===== config.mk =====
export PLATFORM = sky130hd
export DESIGN_NAME = kbd_event_fifo
export DESIGN_NICKNAME = d
export VERILOG_FILES = /design/src/rtl/kbd_pkg.sv /design/src/rtl/kbd_ascii_rom.sv /design/src/rtl/kbd_event_fifo.sv
export SDC_FILE = /design/constraint.sdc
export NUM_CORES = 1
export LEC_CHECK = 0
export CORE_MARGIN = 5
export CORE_UTILIZATION = 58
export DETAILED_ROUTE_END_ITERATION = 10
export PLACE_DENSITY_LB_ADDON = 0.2
export SYNTH_ARGS = -nofsm -noshare
export SYNTH_HDL_FRONTEND = slang
export SYNTH_SLANG_ARGS = --single-unit

===== constraint.sdc =====
create_clock -name clk -period 3.7 [get_ports clk]
set_input_delay 0.74 -clock clk [delete_from_list [all_inputs] [get_ports clk]]
set_output_delay 0.74 -clock clk [all_outputs]
set_load 0.05 [all_outputs]

===== src/rtl/kbd_pkg.sv =====
// Shared types and scan-code constants for the keyboard event path.
package kbd_pkg;

  localparam logic [7:0] SC_LSHIFT = 8'h12;
  localparam logic [7:0] SC_RSHIFT = 8'h59;
  localparam logic [7:0] SC_CAPS   = 8'h58;
  localparam logic [7:0] PFX_EXT   = 8'hE0;
  localparam logic [7:0] PFX_BRK   = 8'hF0;

  // Bit layout is the CPU-visible rd_data word.
  typedef struct packed {
    logic [7:0] ascii;
    logic       brk;
    logic       ext;
    logic       shift;
    logic       caps;
    logic [3:0] rsvd;
    logic [7:0] scancode;
  } kbd_event_t;

endpackage


===== src/rtl/kbd_ascii_rom.sv =====
// Set-2 scancode to ASCII lookup; only built when KBD_ASCII_EN is defined.
module kbd_ascii_rom (
  input  logic [7:0] scancode,
  input  logic       ext,
  input  logic       shift,
  input  logic       caps,
  output logic [7:0] ascii
);

  // ent = {is_letter, unshifted, shifted}
  logic [16:0] ent;

  always_comb begin
    ent = '0;
    case (scancode)
      8'h1C: ent = {1'b1, "a", "A"};  8'h32: ent = {1'b1, "b", "B"};
      8'h21: ent = {1'b1, "c", "C"};  8'h23: ent = {1'b1, "d", "D"};
      8'h24: ent = {1'b1, "e", "E"};  8'h2B: ent = {1'b1, "f", "F"};
      8'h34: ent = {1'b1, "g", "G"};  8'h33: ent = {1'b1, "h", "H"};
      8'h43: ent = {1'b1, "i", "I"};  8'h3B: ent = {1'b1, "j", "J"};
      8'h42: ent = {1'b1, "k", "K"};  8'h4B: ent = {1'b1, "l", "L"};
      8'h3A: ent = {1'b1, "m", "M"};  8'h31: ent = {1'b1, "n", "N"};
      8'h44: ent = {1'b1, "o", "O"};  8'h4D: ent = {1'b1, "p", "P"};
      8'h15: ent = {1'b1, "q", "Q"};  8'h2D: ent = {1'b1, "r", "R"};
      8'h1B: ent = {1'b1, "s", "S"};  8'h2C: ent = {1'b1, "t", "T"};
      8'h3C: ent = {1'b1, "u", "U"};  8'h2A: ent = {1'b1, "v", "V"};
      8'h1D: ent = {1'b1, "w", "W"};  8'h22: ent = {1'b1, "x", "X"};
      8'h35: ent = {1'b1, "y", "Y"};  8'h1A: ent = {1'b1, "z", "Z"};
      8'h16: ent = {1'b0, "1", "!"};  8'h1E: ent = {1'b0, "2", "@"};
      8'h26: ent = {1'b0, "3", "#"};  8'h25: ent = {1'b0, "4", "$"};
      8'h2E: ent = {1'b0, "5", "%"};  8'h36: ent = {1'b0, "6", "^"};
      8'h3D: ent = {1'b0, "7", "&"};  8'h3E: ent = {1'b0, "8", "*"};
      8'h46: ent = {1'b0, "9", "("};  8'h45: ent = {1'b0, "0", ")"};
      8'h4E: ent = {1'b0, "-", "_"};  8'h55: ent = {1'b0, "=", "+"};
      8'h54: ent = {1'b0, "[", "{"};  8'h5B: ent = {1'b0, "]", "}"};
      8'h5D: ent = {1'b0, "\\", "|"}; 8'h4C: ent = {1'b0, ";", ":"};
      8'h52: ent = {1'b0, "'", "\""}; 8'h0E: ent = {1'b0, 8'h60, "~"};
      8'h41: ent = {1'b0, ",", "<"};  8'h49: ent = {1'b0, ".", ">"};
      8'h4A: ent = {1'b0, "/", "?"};  8'h29: ent = {1'b0, " ", " "};
      8'h5A: ent = {1'b0, 8'h0D, 8'h0D};
      default: ent = '0;
    endcase
  end

  logic up;
  assign up    = ent[16] ? (shift ^ caps) : shift;
  assign ascii = ext ? 8'h00 : (up ? ent[7:0] : ent[15:8]);

endmodule


===== src/rtl/kbd_event_fifo.sv =====
// Decodes one-cycle keyboard code words into events and queues them for CPU polling.
// Define KBD_ASCII_EN to fill the ascii field from kbd_ascii_rom; otherwise it reads 0.
module kbd_event_fifo
  import kbd_pkg::*;
#(
  parameter int DEPTH = 16,
  parameter int AW    = $clog2(DEPTH)
) (
  input  logic          clk,
  input  logic          clrn,
  input  logic [31:0]   cur_key,
  input  logic          rd_en,
  input  logic          ovf_clr,
  output logic [23:0]   rd_data,
  output logic          empty,
  output logic          full,
  output logic [AW:0]   count,
  output logic          overflow,
  output logic          shift,
  output logic          caps
);

  logic [31:0] key_q;
  logic        shift_l, shift_r, caps_q, caps_held, ovf_q;
  logic [AW:0] wr_ptr, rd_ptr;
  kbd_event_t  mem [DEPTH];
  kbd_event_t  ev;

  logic [7:0] code, ev_ascii;
  logic       ev_vld, brk, ext, push, pop, drop;

  assign code   = cur_key[7:0];
  assign ev_vld = (code != 8'h00) && (cur_key != key_q);
  assign brk    = (cur_key[15:8] == PFX_BRK);
  assign ext    = (cur_key[15:8] == PFX_EXT) || (cur_key[23:16] == PFX_EXT);

`ifdef KBD_ASCII_EN
  logic [7:0] rom_ascii;
  kbd_ascii_rom u_rom (
    .scancode (code),
    .ext      (ext),
    .shift    (shift),
    .caps     (caps_q),
    .ascii    (rom_ascii)
  );
  assign ev_ascii = brk ? 8'h00 : rom_ascii;
`else
  assign ev_ascii = 8'h00;
`endif

  // Flags carry the modifier state as it was before this event lands.
  always_comb begin
    ev          = '0;
    ev.ascii    = ev_ascii;
    ev.brk      = brk;
    ev.ext      = ext;
    ev.shift    = shift;
    ev.caps     = caps_q;
    ev.scancode = code;
  end

  // A simultaneous pop frees the slot, so a full FIFO still accepts when rd_en is high.
  assign pop  = rd_en && !empty;
  assign push = ev_vld && (!full || rd_en);
  assign drop = ev_vld && full && !rd_en;

  always_ff @(posedge clk or negedge clrn) begin
    if (!clrn) begin
      key_q     <= '0;
      shift_l   <= 1'b0;
      shift_r   <= 1'b0;
      caps_q    <= 1'b0;
      caps_held <= 1'b0;
    end else begin
      key_q <= cur_key;
      if (ev_vld && !ext) begin
        if (code == SC_LSHIFT) shift_l <= !brk;
        if (code == SC_RSHIFT) shift_r <= !brk;
        // caps_held suppresses retoggling on typematic repeats of the make code
        if (code == SC_CAPS) begin
          if (brk)             caps_held <= 1'b0;
          else if (!caps_held) begin
            caps_q    <= ~caps_q;
            caps_held <= 1'b1;
          end
        end
      end
    end
  end

  always_ff @(posedge clk or negedge clrn) begin
    if (!clrn) begin
      wr_ptr <= '0;
      rd_ptr <= '0;
      ovf_q  <= 1'b0;
    end else begin
      if (push)         wr_ptr <= wr_ptr + 1'b1;
      if (pop)          rd_ptr <= rd_ptr + 1'b1;
      if (drop)         ovf_q  <= 1'b1;
      else if (ovf_clr) ovf_q  <= 1'b0;
    end
  end

  always_ff @(posedge clk) begin
    if (push) mem[wr_ptr[AW-1:0]] <= ev;
  end

  assign empty    = (wr_ptr == rd_ptr);
  assign full     = (wr_ptr[AW] != rd_ptr[AW]) && (wr_ptr[AW-1:0] == rd_ptr[AW-1:0]);
  assign count    = wr_ptr - rd_ptr;
  assign rd_data  = empty ? 24'h0 : mem[rd_ptr[AW-1:0]];
  assign overflow = ovf_q;
  assign shift    = shift_l | shift_r;
  assign caps     = caps_q;

endmodule


Figure 1. Met2 routing (run 1).
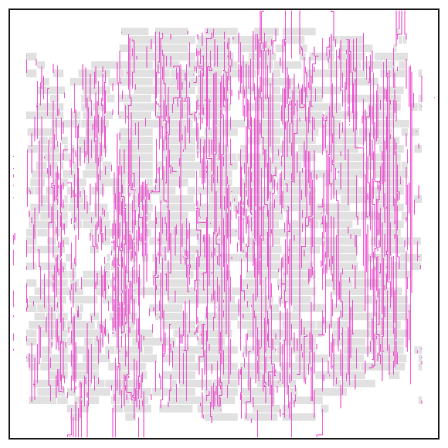
main direction = vertical
longest straight run = 103 um
share of all routed wire = 51%
wire length on this layer = 10800 um
WL final: 21300 um
Via Count: 4918
met2 Usage GRT: 37.9%

Figure 2. Metal 1 (run 1).
Supply wires on this layer in gray.
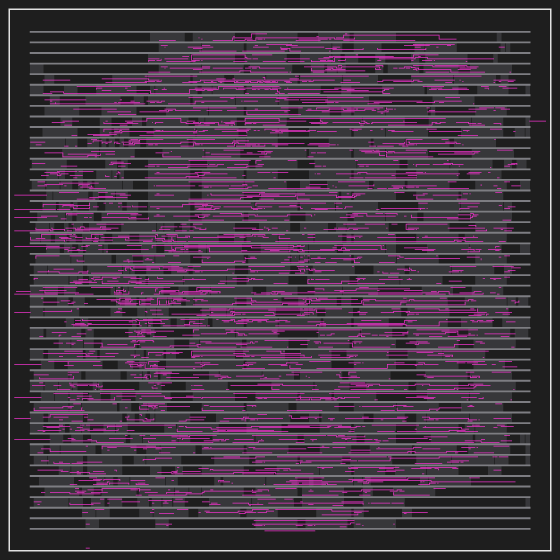
share of all routed wire = 39%
longest straight run = 46.0 um
wire length on this layer = 8200 um
main direction = horizontal
nets with wire on the layer = 590

Figure 3. Wires at chosen ports, followed through buffers (run 1).
The bar under the picture is 50 um long.
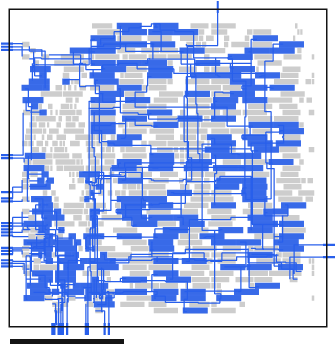
blue -> cur_key  # direction input, edge 19 left, 10 bottom, 2 right, 1 top, end cells 208, buffers 42, wire 4090 um

Figure 4. Sequential cells colored by netlist name (run 1).
Other sequential cells in the stronger gray, the rest of the logic in the fainter gray.
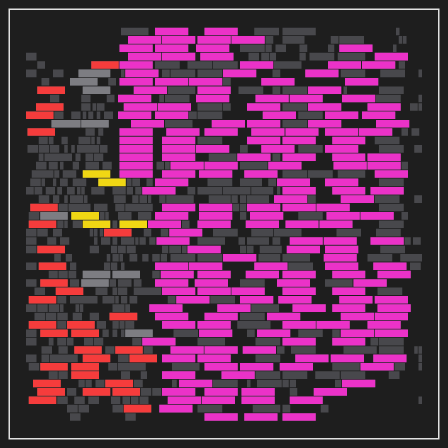
yellow -> wr_ptr  # sequential cells 5, where left middle
magenta -> mem  # sequential cells 192
red -> key_q  # sequential cells 32, where a vertical strip on the left
not colored = 10

==> impl_metrics.ini, run 1 <==
; generated from flow reports
[status]
status = finished clean

[layout]
n_all_inverters = 14
mostFrequentLayoutCells = edfxtp_1 (192), mux4_2 (60), buf_4 (51)
final_common_cell = edfxtp_1
comb-cell-share_pct = 21.5
stdcell_count = 839
clock_area_share_pct = 6.92
num_antenna_cells = 0
seq_area_sq_mm = 0.00695
drive_gt1_share_pct = 27.6
nClkBuffers = 28
area_dominant_class = sequential cells
nets = 648
seq_share_pct = 59.9
flops = 239
buf_share_pct = 8.86

[power]
p_sw_uw = 3690
p_leak_uw = 0.00417
clkPwrFrac_pct = 23.6

[timing]
fin_crit_sh_pct = 94.4
final-setup-viol-count = 0
slew_headroom_pct = 33.5
tightest_slew_ns = 0.998
fin_setup_tns_ns = 0
finalClockSkew_ns = 0.00851
fmax_ghz = 0.286

[job]
drv_cap = 0
warning_count = 29

[setup_path]
critPathCaptureType = primary output
rr_startpoint = rd_ptr[0]
arrival_ns = 2.75
cpMaxStageDelayCell = clkdlybuf4s50_1
path_delay_family = buffers and inverters
slowest_delay_ns = 0.83
cp_max_fo = 15
reg2reg_depth = 8
worstPathCellList = ha_1 -> fa_1 -> xnor2_1 -> clkdlybuf4s50_1
endpoint = count[2]
worst_ep_required_time_ns = 2.96
critPathLaunch = rd_ptr[0]
cp-start-kind = register

[logic_synthesis]
ff_type = edfxtp_1
ys_seq_share_pct = 72.0
yosys_cells = 489
syn_avg_cell_area_sq_um = 19.7
synth_cells = 489

[die]
ioPinCount = 70
nWellTaps = 220
die_w_um = 139
fp.dieArea_sq_mm = 0.0193
fp-utilization_pct = 58.5
chipHeight_um = 139
rows = 47

[drt]
via_per_inst = 5.86
wl_per_cell_um = 25.3
remaining_drc_errors = 0
first_iter_violations = 476

[placed_design]
dp_hpwl_um = 13900
portBuffers = 57
gp_congestion = 0.832

[global_routing]
met3_usage_pct = 4.55
met1_usage_pct = 29.6
grt_overflow = 0
grt_pass1_wl_um = 32100
busiest_layer = met2
grt_max_degree = 52

[clocking]
clock_sinks = 239
cts-root-buf = clkbuf_16
htree_levels = 1
clock_latency_ns = 0.51
holdBufCountCts = 0
cts_made_buffers = 24
cts_buffer_depth = 3
postCtsSetupBuffers = 0
-- run 1: synth_stat cells, drive strengths merged (3+ instances only) --
| cell type | count | share of area (%) |
|---|---|---|
| mux4 | 60 | 14 |
| nand2 | 8 | 0.31 |
| nor4 | 4 | 0.26 |
| buf | 20 | 1.7 |
| nand4 | 10 | 0.65 |
| nor2 | 8 | 0.31 |
| nand3 | 7 | 0.36 |
| nor3 | 3 | 0.16 |
| mux2 | 5 | 0.58 |
| nor2b | 15 | 0.97 |
| and3 | 16 | 1.0 |
| inv | 14 | 0.55 |
| dfrtp | 47 | 12 |
| clkbuf | 8 | 0.31 |
| ha | 9 | 1.2 |
| edfxtp | 192 | 60 |
| xnor2 | 43 | 3.9 |
-- run 1: registers in the layout, indices dropped and copies added (netlist names) --
name       cells
rd_ptr         5
caps_held      1
shift_l        1
shift_r        1
caps           1
wr_ptr         5
overflow       1
key_q         32
mem          192
-- run 1: through the flow --
stage               total power (uW)  setup WS (ns)  cell area, sq um  utilization (%)  hold WS, ns
finish                         10400          0.206             11600             70.5        0.398
floorplan                       6480          0.275              9680                -        0.444
CTS                            10400         0.0655             11500             70.1        0.426
global placement                7870          0.609             10700             65.2        0.470
global route                   10800          0.111             11600             70.5        0.494
detailed placement              7930          0.613             10700             65.2        0.473
-- run 1: power groups by stage --
stage               Sequential (uW)  Combinational [uW]  Clock, uW
floorplan                      3610                2870          0
global placement               3700                4170          0
detailed placement             3720                4210          0
CTS                            3670                4240       2480
global route                   3690                4520       2600
finish                         3650                4290       2450
-- run 1: cell families (layout without fill, tap and decap cells) --
group,count (synthesis),in the layout,synth area share (%)
xor+xnor,45,45,4.09
mux,65,65,14.6
fa+ha+maj,10,10,1.38
flops,239,239,72.0
simple gates,80,80,4.86
other cells,1,12,0.0389
buf+inv,42,161,2.53
compound gates,7,7,0.467
Figure 5. Routing congestion (run 1).
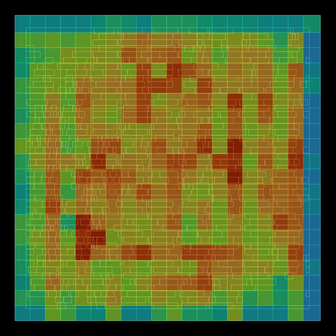

==> inputs of run 2 (changes only) <==
SLEW_MARGIN = 20   (was not set)
Figure 6. Routing congestion (run 2).
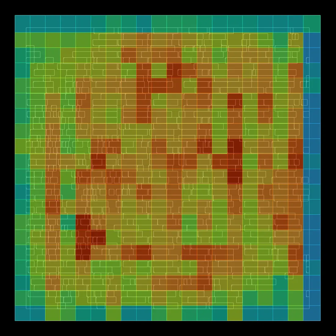
met1 Track Usage GR: 29.6%
Layout Utilization: 70.5%
met3 global-route usage: 4.55%

==> impl_metrics.ini, run 2 <==
; generated from flow reports
[drt]
remaining_drc_errors = 0
wl_per_cell_um = 25.4
via_per_inst = 5.85
first_iter_violations = 476
drt_wl_total_um = 21300
num_vias = 4908

[logic_synthesis]
synth_top_cell_by_area = edfxtp_1
ys_seq_share_pct = 72.0
yosys_cells = 489
synth.most_common_cell = edfxtp_1
synth_top_area_share_pct = 59.8
synth.area.top_cells = edfxtp_1 (60%), mux4_2 (14%), dfrtp_1 (12%)
top_cells_by_count = edfxtp_1 (192), mux4_2 (60), dfrtp_1 (47)
syn_avg_cell_area_sq_um = 19.7
ff_type = edfxtp_1
synth_cells = 489

[status]
status = finished clean

[setup_path]
cp_max_fo = 15
path_class = register to primary output
cp-start-kind = register
rr_startpoint = rd_ptr[0]
arrival_ns = 2.76
worst_ep_required_time_ns = 2.96
critPathLaunch = rd_ptr[0]
reg2reg_depth = 8
worstPathCellList = buf_4 -> mux4_2 -> mux4_2 -> nor2b_1 -> buf_4
path_buffers = 2
cpMaxStageDelayCell = dfrtp_4
endpoint = rd_data[14]
slowest_delay_ns = 0.59
critPathCaptureType = primary output
path_delay_family = multiplexers

[layout]
final_common_cell = edfxtp_1
largest_reg_flops = 192
drive_gt1_share_pct = 27.6
stdcell_area_sq_mm = 0.0116
mostFrequentLayoutCells = edfxtp_1 (192), mux4_2 (60), buf_4 (52)
num_antenna_cells = 0

[job]
warning_count = 29
drv_cap = 0

[power]
power_uw = 10400
p_leak_uw = 0.00417

[clocking]
cts_buffer_depth = 3
cts-root-buf = clkbuf_16
holdBufCountCts = 0
cts_tree = built
cts.clk_slew.worst_paths_ns = 0.06
cts_made_buffers = 24
clock_sinks = 239
htree_levels = 1
clock_latency_ns = 0.51
postCtsSetupBuffers = 0

[timing]
final_max_slew_viol_count = 0
finalClockSkew_ns = 0.00891
fin_ws_ns = 0.201
fin_crit_sh_pct = 94.6
final-setup-viol-count = 0
tightest_slew_ns = 0.818
hold_viol_final = 0
slew_headroom_pct = 45.5
fin_setup_tns_ns = 0
fmax_ghz = 0.286

[die]
chipHeight_um = 139
die_w_um = 139
ioPinCount = 70
rows = 47
fp.dieArea_sq_mm = 0.0193
fp-utilization_pct = 58.5

[global_routing]
grt_overflow = 0
grt_max_degree = 52

[placed_design]
dpl-instance-area_sq_mm = 0.0107
portBuffers = 57
gp_congestion = 0.832
dp_slack_ns = 0.613
dp_hpwl_um = 13900
[run 2: cell counts after synthesis]
Identical to the previous run, type by type.
[run 2: cell families (layout without fill, tap and decap cells)]
| logic type | count (synthesis) | in the layout | share of synthesized area [%] |
|---|---|---|---|
| flops | 239 | 239 | 72.0 |
| simple gates | 80 | 80 | 4.86 |
| mux | 65 | 65 | 14.6 |
| xor+xnor | 45 | 45 | 4.09 |
| buf+inv | 42 | 161 | 2.53 |
| fa+ha+maj | 10 | 10 | 1.38 |
| compound gates | 7 | 7 | 0.467 |
| other cells | 1 | 12 | 0.0389 |
[run 2: per-layer routing]
| layer | vias up | track usage, % | wire length (um) |
|---|---|---|---|
| li1 | 2135 | - | - |
| met1 | 2533 | 29.6 | 8240 |
| met2 | 199 | 37.9 | 10900 |
| met3 | 41 | 4.55 | 1570 |
| met4 | 0 | 7.00 | 648 |
| met5 | - | 0 | 0 |
[run 2: metrics by stage]
step                hold WS [ns]  cells  util [%]
floorplan                  0.444    500         -
global placement           0.470    787      65.2
detailed placement         0.473    787      65.2
CTS                        0.426    830      70.1
global route               0.273    839      70.5
finish                     0.228    839      70.5
[run 2: worst register-to-register path, cell delays in order, from the launching register on]
cell	delay, ns
dfrtp_4	0.60
ha_1	0.36
nand4_1	0.18
or3_1	0.41
nand2_1	0.14
nor2b_1	0.06
buf_4	0.18
and3_1	0.19
buf_4	0.20
[run 2: power by group]
part	switching [uW]	leakage, uW	internal, uW
sequential	222	0.00233	3430
clock	1000	0.000386	1450
combinational	2470	0.00146	1820
[run 2: cell type report]
type                            instances  area [sq um]
Clock buffer                           28           637
Sequential cell                       239          6950
Inverter                               14          52.6
Timing Repair Buffer                  104          1030
Multi-Input combinational cell        219          2500
Clock inverter                         15           166
Tap cell                              220           275
Fill cell                            1026          4860
Figure 7. Sequential cells colored by netlist name (run 2).
Other sequential cells in the stronger gray, the rest of the logic in the fainter gray.
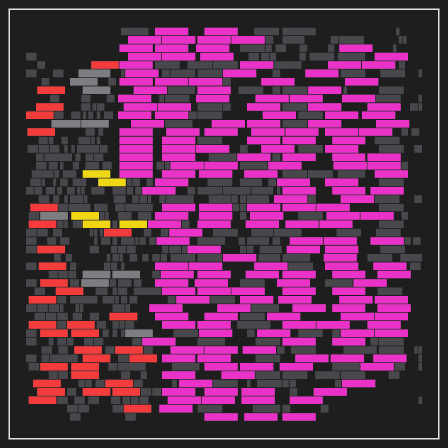

==> inputs of run 3 (changes only) <==
CORE_ASPECT_RATIO = 1.5   (was not set)
CORE_MARGIN = not set   (was 5)
TNS_END_PERCENT = 5   (was not set)
Figure 8. Sequential cells colored by netlist name (run 3).
Other sequential cells in the stronger gray, the rest of the logic in the fainter gray.
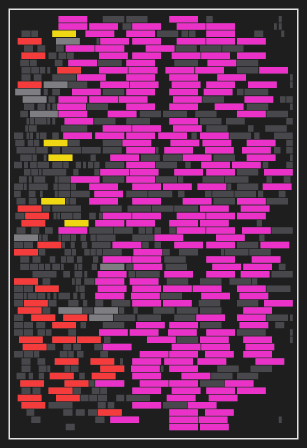
yellow -> wr_ptr  # sequential cells 5
red -> key_q  # sequential cells 32, where a vertical strip on the left
magenta -> mem  # sequential cells 192
not colored = 10
Layout Utilization: 71.0%
flop share of the area: 60.5%
register area: 0.00695 sq mm
P_seq: 3680 uW

==> impl_metrics.ini, run 3 <==
; generated from flow reports
[die]
chipHeight_um = 160
ioPinCount = 70
die_w_um = 107

[placed_design]
dpl-instance-area_sq_mm = 0.0108
dp_slack_ns = 0.374
placedCellCount = 773

[timing]
fin_crit_sh_pct = 96.0
finalClockSkew_ns = 0.00776
fin_setup_tns_ns = 0
hold_viol_final = 0
hold_ws_ns = 0.257
slew_headroom_pct = 60.5
final-setup-viol-count = 0
fmax_ghz = 0.281

[global_routing]
grt_max_degree = 48
grt_overflow = 0

[layout]
drive_gt1_share_pct = 25.5
stdcell_count = 813
area_dominant_class = sequential cells
largest_reg_flops = 192
buf_share_pct = 9.47
logic_area_sq_mm = 0.00250
clock_area_share_pct = 5.64
stdcell_area_sq_mm = 0.0115
nClkBuffers = 26
nNonClkBuffers = 99
flops = 239
num_antenna_cells = 0

[logic_synthesis]
ff_type = edfxtp_1
synth.area.top_cells = edfxtp_1 (60%), mux4_2 (14%), dfrtp_1 (12%)
top_cells_by_count = edfxtp_1 (192), mux4_2 (60), dfrtp_1 (47)
yosys_cells = 489
synth_top_cell_by_area = edfxtp_1
synth_cells = 489
ys_seq_share_pct = 72.0

[drt]
num_vias = 4837
drt_wl_total_um = 21800
via_per_inst = 5.95

[job]
warning_count = 29

[clocking]
clock_latency_ns = 0.49
clock_sinks = 239
cts_buffer_depth = 3
cts_tree = built
cts_made_buffers = 21

[status]
status = finished clean

[setup_path]
path_class = register to primary output
reg2reg_depth = 9
worst_ep_required_time_ns = 2.96
-- run 3: cell counts after synthesis --
No cell type changed its count.
-- run 3: power breakdown --
group / total (uW) / switching [uW] / leakage [uW] / internal [uW]
combinational: 4390 / 2530 / 0.00146 / 1860
clock: 2080 / 898 / 0.000306 / 1180
sequential: 3680 / 255 / 0.00233 / 3430
total: 10200 / 3680 / 0.00410 / 6470
-- run 3: critical path, cell delays in order, from the launching register on --
cell and delay [ns]:
dfrtp_2 0.71, buf_12 0.30, mux4_2 0.39, mux4_2 0.53, nor2b_1 0.17, buf_4 0.20
-- run 3: repair_timing --
action,4_1_cts,5_1_grt
endpoints found under the setup margin,7,0
setup buffers,4,0
endpoints found under the hold margin,0,0
-- run 3: cells by family (layout without fill, tap and decap cells) --
family,after synthesis,count (layout),share of synthesized area (%)
buf+inv,42,149,2.53
compound gates,7,7,0.467
fa+ha+maj,10,10,1.38
flops,239,239,72.0
simple gates,80,80,4.86
other cells,1,12,0.0389
mux,65,65,14.6
xor+xnor,45,45,4.09
-- run 3: worst paths after layout --
check | end | slack [ns]
max in group asynchronous | rd_ptr[0] | 3.00
worst max-delay path | rd_data[3] | 0.15
worst min-delay path | wr_ptr[1] | 0.26
min in group clk | wr_ptr[4] | 0.50
worst max register to register | mem[7][1] | 0.99
worst min register to register | wr_ptr[4] | 0.50
-- run 3: layer usage --
metal / routed length [um] / GRT usage (%) / vias to the layer above
met1: 7680 / 33.0 / 2507
li1: - / - / 2120
met5: 0 / 0 / -
met2: 12100 / 49.2 / 174
met3: 1160 / 3.59 / 36
met4: 852 / 10.6 / 0
Power figures rest on the tool's default switching activity, not on a simulated workload.
